### src/rtl/wb_arbiter.sv
// Writeback arbiter and register scoreboard.
// Two requesters compete for one register-bank write port: A (ALU) and B (load unit).
// The scoreboard tracks which destination registers are still pending writeback.
// Ports:
//   clk, rst                       - clock and synchronous active-high reset
//   a_valid/a_addr/a_data/a_ready  - ALU writeback request and its grant
//   b_valid/b_addr/b_data/b_ready  - load-unit writeback request and its grant
//   write_en/write_addr/write_data - registered register-bank write, one cycle after the handshake
//   issue_en/issue_addr/issue_busy - issue stage marks a destination pending; issue_busy reports it
//   query_addr_A/B, busy_A/B       - decode-stage source lookups; busy means decode must stall
module wb_arbiter #(
    parameter bit FIXED_PRI = 1'b0
) (
    input  logic        clk,
    input  logic        rst,
    input  logic        a_valid,
    input  logic [4:0]  a_addr,
    input  logic [31:0] a_data,
    output logic        a_ready,
    input  logic        b_valid,
    input  logic [4:0]  b_addr,
    input  logic [31:0] b_data,
    output logic        b_ready,
    output logic        write_en,
    output logic [4:0]  write_addr,
    output logic [31:0] write_data,
    input  logic        issue_en,
    input  logic [4:0]  issue_addr,
    output logic        issue_busy,
    input  logic [4:0]  query_addr_A,
    input  logic [4:0]  query_addr_B,
    output logic        busy_A,
    output logic        busy_B
);
    localparam int unsigned AW   = 5;
    localparam int unsigned DW   = 32;
    localparam int unsigned NREG = 32;

    typedef enum logic {PRI_A = 1'b0, PRI_B = 1'b1} pri_t;

    pri_t            pri_q, pri_d;
    logic            wr_en_q;
    logic [AW-1:0]   wr_addr_q;
    logic [DW-1:0]   wr_data_q;
    logic [NREG-1:0] busy_q;

    logic            hs;
    logic [AW-1:0]   hs_addr;
    logic [DW-1:0]   hs_data;
    logic [NREG-1:0] set_mask;
    logic [NREG-1:0] clr_mask;

    // Priority pointer register
    always_ff @(posedge clk) begin
        if (rst) pri_q <= PRI_A;
        else     pri_q <= pri_d;
    end

    // Grant selection and pointer update
    always_comb begin
        a_ready = 1'b0;
        b_ready = 1'b0;
        pri_d   = pri_q;
        if (!rst) begin
            if (a_valid && b_valid) begin
                if (FIXED_PRI || pri_q == PRI_B) b_ready = 1'b1;
                else                             a_ready = 1'b1;
            end else begin
                a_ready = a_valid;
                b_ready = b_valid;
            end
            if (a_ready)      pri_d = PRI_B;
            else if (b_ready) pri_d = PRI_A;
        end
    end

    assign hs      = a_ready | b_ready;
    assign hs_addr = b_ready ? b_addr : a_addr;
    assign hs_data = b_ready ? b_data : a_data;

    // Writeback register; x0 handshakes complete but never write
    always_ff @(posedge clk) begin
        if (rst) begin
            wr_en_q   <= 1'b0;
            wr_addr_q <= '0;
            wr_data_q <= '0;
        end else begin
            wr_en_q <= hs && (hs_addr != '0);
            if (hs && (hs_addr != '0)) begin
                wr_addr_q <= hs_addr;
                wr_data_q <= hs_data;
            end
        end
    end

    // A write pending into a reset cycle is suppressed so it never lands in the bank
    assign write_en   = wr_en_q & ~rst;
    assign write_addr = wr_addr_q;
    assign write_data = wr_data_q;

    // Scoreboard set/clear masks
    always_comb begin
        set_mask = '0;
        clr_mask = '0;
        if (issue_en && (issue_addr != '0)) set_mask = NREG'(1) << issue_addr;
        if (wr_en_q)                        clr_mask = NREG'(1) << wr_addr_q;
    end

    // Scoreboard: set wins over a same-edge clear, bit 0 forced to zero
    always_ff @(posedge clk) begin
        if (rst) busy_q <= '0;
        else     busy_q <= ((busy_q & ~clr_mask) | set_mask) & ~NREG'(1);
    end

    assign busy_A     = busy_q[query_addr_A];
    assign busy_B     = busy_q[query_addr_B];
    assign issue_busy = busy_q[issue_addr];
endmodule

### config.mk
export PLATFORM = sky130hd
export DESIGN_NAME = wb_arbiter
export DESIGN_NICKNAME = d
export VERILOG_FILES = /design/src/rtl/wb_arbiter.sv
export SDC_FILE = /design/constraint.sdc
export NUM_CORES = 1
export LEC_CHECK = 0
export CAP_MARGIN = 10
export CORE_ASPECT_RATIO = 1.2
export CORE_MARGIN = 1
export CORE_UTILIZATION = 42
export CTS_CLUSTER_SIZE = 8
export DETAILED_ROUTE_END_ITERATION = 12
export PLACE_DENSITY = 0.78
export SLEW_MARGIN = 15
export SYNTH_ARGS = -nofsm -noshare
export SYNTH_HDL_FRONTEND = slang
export SYNTH_SLANG_ARGS = --single-unit
export TNS_END_PERCENT = 20
### constraint.sdc
create_clock -name clk -period 1.5 [get_ports clk]
set_input_delay 0.15 -clock clk [delete_from_list [all_inputs] [get_ports clk]]
set_output_delay 0.15 -clock clk [all_outputs]
set_load 0.01 [all_outputs]
Figure 1. Sequential cells colored by netlist name (run 1).
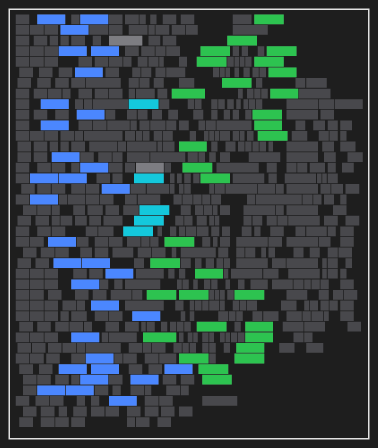
busy_q -> green  # flops 31
write_addr -> cyan  # flops 5, where center
write_data -> blue  # flops 32, where a vertical strip on the left
not colored = 2

Figure 2. Nets reached from selected ports (run 1).
Bar = 20 microns.
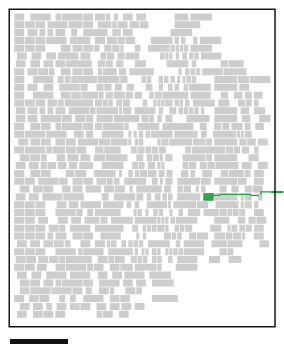
issue_busy -> green  # bits 1, direction output, end cells 1, buffers 1, wire 26.5 microns

Figure 3. Congestion heat map (run 1).
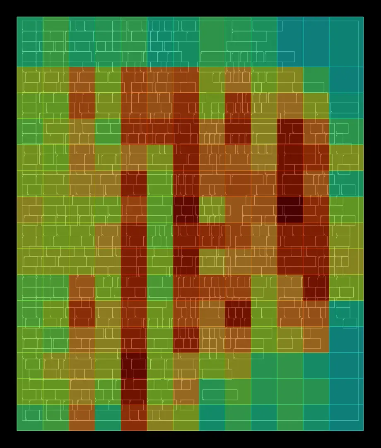
met1 capacity usage during global routing: 0.284
global routing met3 resource utilization: 0.0809
utilization after layout: 0.699

==> notes.md, run 1 <==
Summary of implementation figures.

Critical path
The endpoint of the most critical register-to-register path is write_data[0]. STA reports a reg2reg setup slack of -0.05 ns. Among all stages on the critical path, the maximum delay recorded is 0.46 ns. Per STA, the startpoint of the critical path is busy_q[19].

Yosys
The prevailing logic family in the synthesized netlist is multiplexers. The synthesized design spends more area on one cell type than any other, namely dfxtp_1. Per the synthesis report, the adder-cell share of the synthesized area is 0. The net count entering floorplan is 522. Of the total synthesized cell area, the portion taken by AND-OR and OR-AND cells is 0.120. The portion of the post-synthesis area used by sequential elements is 0.344. The most used standard cell by instance count after synthesis is mux2i_1. The multiplexer share of the synthesized area is 0.305.

The yosys synthesis warning count is 0.

Final layout
Per the cell usage report, the commonest logic cell in the layout is clkdlybuf4s50_1. The net count reported at finish is 720. The synthesis-to-layout area growth is 62.6%. The layout summary lists the proportion of cells stronger than drive strength 1 as 0.278. The total inserted antenna cells is 0.

Pwr
Summed over the clock group, the power is 0.00217 W. The combinational gate power is 0.00133 W. The part of the total power dissipated in the clock network is 0.389.

The static leakage power is 2.84 nW. Of the total power, registers draw 0.373. The power consumed by sequential cells is 0.00208 W. The internal power component is 0.00419 W.

GRT
The met2 global-route usage is 0.488.

Detailed routing
Detailed routing placed a total of 6.98 mm of wire on met2. The total iterations of the first detailed-routing run is 7.

Status
The flow ran to the end, but the final reports show violations. The checks that failed: negative setup slack.

STA
The number of setup violations in the final report is 22. The transition time of the tightest slew-check pin is 0.456 ns. The worst setup slack after layout is -0.386 ns.

The final hold slack is 0.156 ns.

Floorplan
According to the floorplan report, the placeable core area is 0.00947 sq mm. The floorplan step set the die height to 110 microns. The total die area is 0.0101 sq mm.

Clock tree
The maximum clock insertion buffer count is 2. The CTS tree is yes.

Worst hold path
The hold-critical path endpoint is write_addr[0].

Flow run
The tool warning count for the run is 29.
run 1: area by class of cell:
cell class / instances / area, sq um / share of cell area
multi-input combinational: 322 / 2600 / 0.393
tap: 123 / 154 / 0.0233
timing repair inverter: 1 / 8.76 / 0.00132
clock buffer: 12 / 267 / 0.0403
clock inverter: 3 / 42.5 / 0.00643
sequential: 70 / 1450 / 0.218
inverter: 9 / 46.3 / 0.00699
timing repair buffer: 213 / 2050 / 0.310
run 1: cells by family after synthesis:
group                  Yosys count
DFF                             70
muxes                           99
and+or+nand+nor                138
buffers and inverters           36
AOI/OAI and AO/OA               85
run 1: flip-flops by register name, summed over array words and instances (netlist names):
name,count
wr_en_q,1
busy_q,31
pri_q,1
write_addr,5
write_data,32
Figure 4. Metal 2 (run 1).
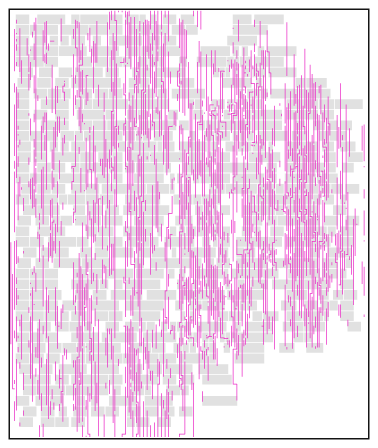

==> run 1 -> run 2 <==
- ABC_CLOCK_PERIOD_IN_PS: unset -> 1500
- CELL_PAD_IN_SITES_DETAIL_PLACEMENT: unset -> 2
- CELL_PAD_IN_SITES_GLOBAL_PLACEMENT: unset -> 2
- CORE_UTILIZATION: 42 -> 24
- PLACE_DENSITY: 0.78 -> 0.75
Figure 5. Metal 2 (run 2).
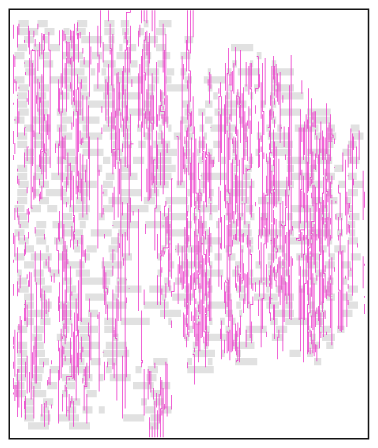
main direction = vertical
nets with wire on the layer = 676
longest straight run = 59.5 microns
share of all routed wire = 54%
wire length on this layer = 9340 microns

Figure 6. Nets reached from selected ports (run 2).
Bar = 20 microns.
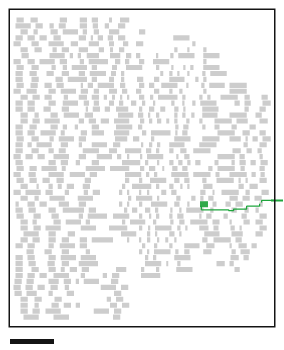
issue_busy -> green  # bits 1, direction output, end cells 1, buffers 1, wire 38.3 microns

==> run 2 against run 1 <==
Net effect: the run still ends with negative setup slack left; core utilization shrank 29 points; synthesized cell count is the same; global-route usage shrank 6.8 points; via count shrank 0.29%; critical path type unchanged; largest cell class unchanged; highest routed layer unchanged.
==> notes.md, run 2 <==
Summary of implementation figures.

Status
The run finished, with violations left. The checks that failed: negative setup slack.

GRT
The global routing report lists combined usage of all routing layers as 0.203.

Final layout
The net count reported at finish is 718. The register with the most flip-flops in the layout has 32 of them. The post-route utilization of the core is recorded as 0.405. The layout summary lists the proportion of cells stronger than drive strength 1 as 0.278. Registers take 0.00144 sq mm. The most frequent standard cell in the layout excluding fill and tap cells is clkdlybuf4s50_1. In the layout the commonest cells are 109 x clkdlybuf4s50_1, 67 x mux2i_1, 62 x buf_4. The multi-input combinational cells in the finished layout cover a total of 0.00260 sq mm.

Compared with the post-synthesis result, the final layout area differs by 63.2%.

Yosys
For this run, the register share of the synthesized area comes to 0.344. Among the non-sequential cells, multiplexers take the most area. Per the synthesis report, the XOR/XNOR share of the synthesized area is 0.

Synthesis instantiated 42 different standard cells from the library. The synthesized area per cell is 9.51 sq um. The cell count after synthesis is 428. The share of synthesized area in the top cell type comes to 0.344. The portion of synthesized area spent on multiplexers is 0.305.

The main area contributors are dfxtp_1 34%, mux2i_1 17%, mux4_2 11%, nand2b_1 7.2%, a21oi_1 4.2%. The most used standard cell by instance count after synthesis is mux2i_1. The library cell occupying the most area in the post-synthesis netlist is dfxtp_1. Per the synthesis report, the AND-OR/OR-AND share of the synthesized area is 0.120. The yosys synthesis warning count is 0. Synthesis produced a netlist with a net count of 522. In this run, the synthesized area fraction spent on adder and majority cells is recorded as 0.

STA
Setup repair after global routing could not meet its margin everywhere. The worst setup slack after layout is -0.387 ns. The transition time of the tightest slew-check pin is 0.394 ns. The final hold slack is 0.100 ns. Across the routed clock network, the largest skew measured is 0.00918 ns. Per the finish-stage timing summary, setup violations number 5.

Pwr
The internal power of the cells totals 0.00392 W. Per report_power, the Sequential row totals 0.00208 W. The combinational gate power is 0.00137 W. The net switching power in the latest report is 0.00150 W. The share of total power in combinational logic is 0.252.

After layout, the design draws a total of 0.00542 W. The leakage component of the power was reported as 2.79 nW. Clock network power for this build is 0.00198 W. The register share of total power is 0.383.

The part of the total power dissipated in the clock network is 0.365. The power per cell area is 816 mW/mm^2.

Placement
The number of placed instances, taps included is 817. Detailed placement finished with a half-perimeter wire length of 13.3 mm.

Worst hold path
The number of cells on the worst hold path is listed as 2. The hold-critical path endpoint is pri_q.

Detailed routing
The number of remaining DRC errors is 0. In the detailed route, the total length drawn on met2 is 9.34 mm. The first detailed-routing pass took 4 iterations.

Floorplan
The die is 145 microns tall. The overall die size recorded for this design is 0.0175 sq mm. At the floorplan stage, the core utilization is reported as 0.248.

The total I/O pin count is 137. In this run the standard cell core region covers 0.0164 sq mm.

Critical path
STA lists the endpoint of the worst register-to-register path as write_data[11]. Traced cell by cell, the critical path runs through mux4_2 > nand2_1 > o21ai_1 > o311a_1 > buf_2. The timing report attributes the biggest portion of critical-path delay to multiplexers. The number of cells traversed by the worst register-to-register path is 6.

The critical path startpoint is busy_q[19]. Along the critical path, the tally of buffer and inverter instances is 1. The worst setup slack for register-to-register paths is -0.01 ns. The largest single stage delay on the critical path is 0.46 ns.

Clock tree
Counting along the longest clock path gives a buffer depth of 2. TritonCTS built the clock tree. Looking at the clock tree report, the H-tree level count equals 3.

Flow run
Warnings raised by the tools during the run amount to 29.
[run 2: cell counts after synthesis]
Identical to the previous run, type by type.
[run 2: cell type report]
cell class | count | area share
clock buffer | 12 | 0.0371
antenna | 1 | 0.000377
sequential | 70 | 0.217
inverter | 9 | 0.00697
clock inverter | 4 | 0.00339
timing repair buffer | 212 | 0.303
tap | 212 | 0.0399
multi-input combinational | 322 | 0.392
[run 2: layer usage]
metal | track usage | vias to the layer above
met5 | 0 | -
met4 | 0.0578 | 0
met3 | 0.0647 | 20
met2 | 0.386 | 145
met1 | 0.211 | 2077
li1 | - | 1942
[run 2: logic make-up after synthesis]
family | Yosys count
buf+inv | 36
mux | 99
simple gates | 138
flops | 70
compound gates | 85
Power and IR drop assume default switching activity.
